Design dmem_lsu, sky130hd; sources not shown.
**Run 1: wiring heat map**

The bar under the picture is 50 um long. The die is cut into 27 by 21 equal tiles; black is low, pale yellow is high, scaled to the fullest tile. Values are wire area over tile area, all layers added.
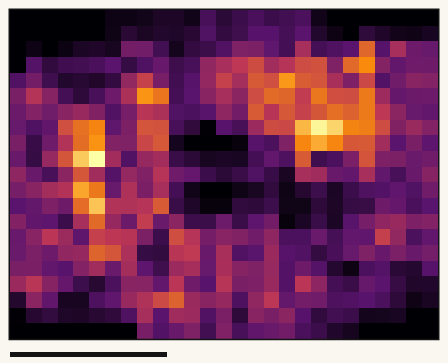
The densest ninth of the die: left middle. The mean over all tiles is 0.19. 13% of the tiles are over half the peak. 8.5% of the tiles are nearly empty.
Overall Global Routing Usage: 22.4%
Routed wire per std cell: 17.8 um
Routed Wire Length: 16,100 um
via count: 4,892

**Run 1: placed cells, one color a class**

Fill, decap, tap and diode cells in gray.
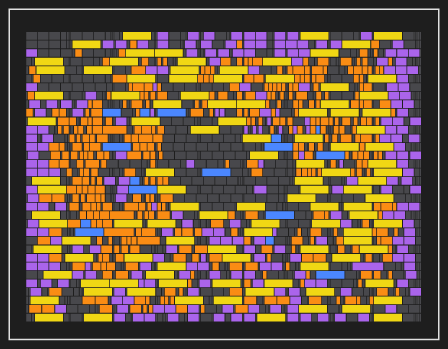
all other logic: marked orange, cells 390. other buffers and delay cells: marked purple, cells 231. flops: marked yellow, cells 107. clock drivers and dummy loads: marked blue, cells 16.
# rows: 34
area of the placeable core: 0.0117 mm^2
final non-filler cell area: 0.00788 mm^2

**Run 1: cell placement**

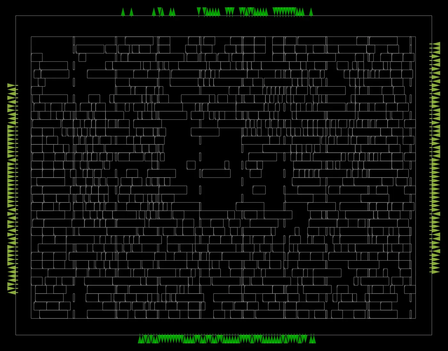
filler cell count in the final layout: 925
sequential portion of the cell area: 34.0%
final core utilization: 67.6%
Flop Count: 107

==> out/metrics.sh, run 1 <==
FIN_WS_NS=0.307
POWERDENSITY_mW_PER_MM2=248
NUMBER_OF_SYNTHESIZED_FLOPS_WITH_AN_ENABLE_PIN=0
LAYOUT_TOP_CELLS='sky130_fd_sc_hd__clkdlybuf4s50_1 (207), sky130_fd_sc_hd__dfrtp_1 (107), sky130_fd_sc_hd__nand2_1 (75), sky130_fd_sc_hd__o21ai_0 (35)'
CRIT_PATH_CELL_TRACE='clkdlybuf4s50_1 -> clkbuf_2 -> inv_1 -> fa_1 -> nor4_4 -> and4_1 -> nand3_1 -> mux2i_1 -> nor4_4 -> nand4_2 -> buf_4 -> clkbuf_1 -> and2_1'
POWER_FRAC_COMB_PCT=19.3
GRT_USE_MET3_PCT=7.68
ROUTE.MET2.WL_UM=7780
STATUS='finished clean'
SYN-INSTANCE-COUNT=520
ROUTED.TOP_LAYER='met4'
CLOCK_TREE.HTREE_LEVEL_COUNT=3
CPPEAKSTAGEDELAY_NS=0.58
YS_TOP_LOGIC_FAMILY='simple AND/OR/NAND/NOR gates'
LOGIC_AREA_MM2=0.00238
CRITICAL_PATH_CLASS='in2reg'
NUM-MULTI-INPUT-GATES=359
WORST-R2R-SETUP-SLACK_NS=2.89
NUMCTSBUFFERS=9
ANTENNA_CELLS_INSERTED=0
YS_WARN_COUNT=0
NETLIST.TOP_CELL.BY_INSTANCES='sky130_fd_sc_hd__dfrtp_1'
SYNTH_FLOPS=107
TOP_CELL_TYPE_BY_TOTAL_AREA_AFTER_SYNTHESIS='sky130_fd_sc_hd__dfrtp_1'
CLOCK_SINK_COUNT=107
POWER.SWITCHING_mW=0.574
VDD_IR_DROP_MAX_V=0.000196
CRITPATHSLOWESTCELL='sky130_fd_sc_hd__fa_1'
MAX_FREQ_GHz=0.209
DP_HPWL_UM=12500
DOMINANT_CELLS='sequential cells'
SYNTHMUXAREASHARE_PCT=12.7
SYNTHTOPCELLSBYCOUNT='sky130_fd_sc_hd__dfrtp_1 (107), sky130_fd_sc_hd__nand2_1 (75), sky130_fd_sc_hd__o21ai_0 (35)'
NUMBER_OF_STANDARD_CELLS_IN_THE_FINAL_LAYOUT_EXCLUDING_FILLERS=906
CRITICAL_PATH.MAX_FANOUT=10
CLASS_OF_THE_MOST_CRITICAL_HOLD_TIMING_PATH='reg2reg'
WORST-SLEW-PIN-TRANSITION_NS=0.773
NON_CLOCK_BUFFERING_OVERHEAD_PCT=28.0
YS_CELLS=520
POWER_FRAC_CLOCK_PCT=34.9
FIN_CRIT_NS=4.77
SYNTH.DISTINCT_CELLS=55
SYNTH_AREA_MM2=0.00528
PROPORTION_OF_SYNTHESIZED_FLIP_FLOPS_HAVING_ASYNCHRONOUS_SET_OR_RESET_PCT=100
GRT_PASS1_WL_UM=25800
DRC_ERRORS=0
SYNTH-ADDER-AREA-SHARE_PCT=1.57
POSTROUTEANTENNANETS=0
REGISTER_SHARE_OF_TOTAL_POWER_PCT=45.8
FP_NETS=630
==> run 2, diff against run 1 <==
--- a/config.mk
+++ b/config.mk
@@ -8,12 +8,12 @@
 export CAP_MARGIN = 25
 export CORE_ASPECT_RATIO = 0.75
 export CORE_MARGIN = 5
-export CORE_UTILIZATION = 44
+export CORE_UTILIZATION = 45
 export CTS_CLUSTER_DIAMETER = 100
 export CTS_CLUSTER_SIZE = 30
 export DETAILED_ROUTE_END_ITERATION = 16
+export DONT_BUFFER_PORTS = 1
 export GPL_TIMING_DRIVEN = 0
-export PLACE_DENSITY = 0.81
 export SLEW_MARGIN = 20
 export SYNTH_ARGS = -nofsm -noshare
 export SYNTH_HDL_FRONTEND = slang
**Run 2: where the registers sit**

Other sequential cells in the stronger gray, the rest of the logic in the fainter gray.
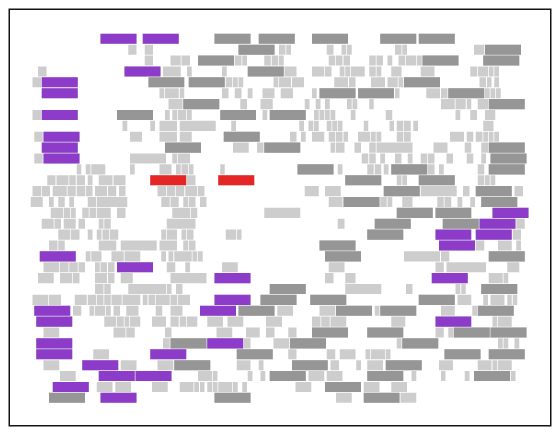
mem_addr: marked purple, placed flops 32, where all over the die. resp_fault_code: marked red, placed flops 2.
register area: 0.00268 mm^2
power attributed to sequential cells: 0.933 mW
sequential portion of the cell area: 46.2%
final core utilization: 50.2%

**Run 2: placed cells, one color a class**

Fill, decap, tap and diode cells in gray.
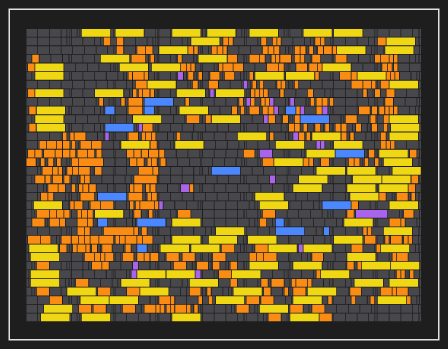
flops: marked yellow, cells 107. other buffers and delay cells: marked purple, cells 24. clock drivers and dummy loads: marked blue, cells 16. all other logic: marked orange, cells 390.
area of the placeable core: 0.0115 mm^2
final non-filler cell area: 0.00579 mm^2

==> out/metrics.sh, run 2 <==
STATUS='finished clean'
GR-USAGE-MET1_PCT=24.6
SYNTHTOPCELLSBYCOUNT='sky130_fd_sc_hd__dfrtp_1 (107), sky130_fd_sc_hd__nand2_1 (75), sky130_fd_sc_hd__o21ai_0 (35)'
VIAS_IN_THE_FIRST_GLOBAL_ROUTE=4093
NUMCTSBUFFERS=9  # unchanged
FINALSETUPVIOLCOUNT=0
SYN-INSTANCE-COUNT=520  # unchanged
CPPEAKSTAGEDELAY_NS=0.66  # +0.08 ns
NUMBER_OF_STANDARD_CELLS_IN_THE_FINAL_LAYOUT_EXCLUDING_FILLERS=699  # -23%
REGISTER_SHARE_OF_TOTAL_POWER_PCT=51.6  # +5.8 points
YS_WARN_COUNT=0  # unchanged
ROWS=34  # unchanged
SYNTH.DISTINCT_CELLS=55  # unchanged
POSTROUTEANTENNANETS=0  # unchanged
FINAL.FILL_COUNT=1084  # +17%
FINALNETCOUNT=642
WL_UM=14100  # -12%
POST_CTS.RESIZED_INSTANCES=0
TOTALPOWERFINAL_mW=1.81
NETLIST.TOP_CELL.BY_INSTANCES='sky130_fd_sc_hd__dfrtp_1'
CRIT_PATH_CELL_TRACE='clkbuf_1 -> inv_1 -> fa_1 -> nor4_2 -> nand4_1 -> xor2_1 -> a41oi_1 -> nor4_4 -> a31oi_1 -> buf_2 -> nor2_1'
NUM-MULTI-INPUT-GATES=359  # unchanged
BUFFERS=24
SEQUENTIAL_CELL_TOTAL=107  # unchanged
YOSYS_MOST_USED_DFF='sky130_fd_sc_hd__dfrtp_1'
POWER_FRAC_CLOCK_PCT=37.2  # +2.3 points
GRT_PASS1_WL_UM=22400  # -13%
VIAS=3952  # -19%
PORT_BUFFERS=0
FP_NETS=630  # unchanged
FINAL.CLKBUF_COUNT=9
LAYOUT_TOP_CELLS='sky130_fd_sc_hd__dfrtp_1 (107), sky130_fd_sc_hd__nand2_1 (75), sky130_fd_sc_hd__o21ai_0 (35), sky130_fd_sc_hd__a21oi_1 (30), sky130_fd_sc_hd__mux2i_1 (30)'
TIMING_MAX_TRANSITION_VIOLATIONS_FINAL=0
PROPORTION_OF_SYNTHESIZED_FLIP_FLOPS_HAVING_ASYNCHRONOUS_SET_OR_RESET_PCT=100  # unchanged
VDD_IR_DROP_MAX_V=0.000140  # -28%
CLOCKROOTBUFFER='sky130_fd_sc_hd__clkbuf_16'
TOP_CELL_TYPE_BY_TOTAL_AREA_AFTER_SYNTHESIS='sky130_fd_sc_hd__dfrtp_1'
YS_CELLS=520  # unchanged
ROUTED.TOP_LAYER='met4'
SYNTH.TOP_CELL.AREA_SHARE_PCT=50.8
SYNTHMUXAREASHARE_PCT=12.7  # unchanged
LAYOUT-DRIVE-GT1-SHARE_PCT=11.7
CRITICAL_PATH_CLASS='in2reg'
FIN_WS_NS=0.629  # +0.322 ns
TOOL_WARNINGS=28
SYNTH_AREA_MM2=0.00528  # unchanged
GRT_USE_TOTAL_PCT=19.9  # -2.5 points
DP_HPWL_UM=11000  # -12%
NON_CLOCK_BUFFERING_OVERHEAD_PCT=2.31  # -26 points
NUMBER_OF_SYNTHESIZED_FLOPS_WITH_AN_ENABLE_PIN=0  # unchanged
DOMINANT_CELLS='sequential cells'
CLOCK_TREE.HTREE_LEVEL_COUNT=3  # unchanged
PWR.GROUP.COMBINATIONAL_mW=0.202
WORST-R2R-SETUP-SLACK_NS=2.42  # -0.47 ns
DIE_AREA_MM2=0.0140
FIN_CRIT_NS=4.45  # -0.322 ns
MAX_FREQ_GHz=0.225  # +7.2%
POWER.SWITCHING_mW=0.527  # -8.2%
SYNTH-ADDER-AREA-SHARE_PCT=1.57  # unchanged
CLASS_OF_THE_MOST_CRITICAL_HOLD_TIMING_PATH='reg2reg'
ANTENNA_CELLS_INSERTED=0  # unchanged
YS_TOP_LOGIC_FAMILY='simple AND/OR/NAND/NOR gates'
POWER_FRAC_COMB_PCT=11.2  # -8.1 points
YOSYS-TOP-CELLS-AREA='sky130_fd_sc_hd__dfrtp_1 (51%), sky130_fd_sc_hd__mux2i_1 (5.7%), sky130_fd_sc_hd__mux2_2 (5.6%), sky130_fd_sc_hd__nand2_1 (5.3%), sky130_fd_sc_hd__o21ai_0 (3.3%)'
LOGIC_AREA_MM2=0.00237  # -0.37%
WORST-SLEW-PIN-TRANSITION_NS=0.878  # +0.105 ns
ROUTE.MET2.WL_UM=6670  # -14%
CRITICAL_PATH.MAX_FANOUT=10  # unchanged
TIMING.MAX_SLEW.REL_SLACK_PCT=41.2
SYNTH_FLOPS=107  # unchanged
CLOCK_SINK_COUNT=107  # unchanged
AVGROUTEDWIREPERCELL_UM=20.2  # +14%
POWERDENSITY_mW_PER_MM2=312  # +26%
AVGVIACOUNTPERCELL=5.65
DRC_ERRORS=0  # unchanged
GRT_USE_MET3_PCT=8.62  # +0.94 points
CRITPATHSLOWESTCELL='sky130_fd_sc_hd__a31oi_1'
Power is estimated from default activity; no workload was simulated.
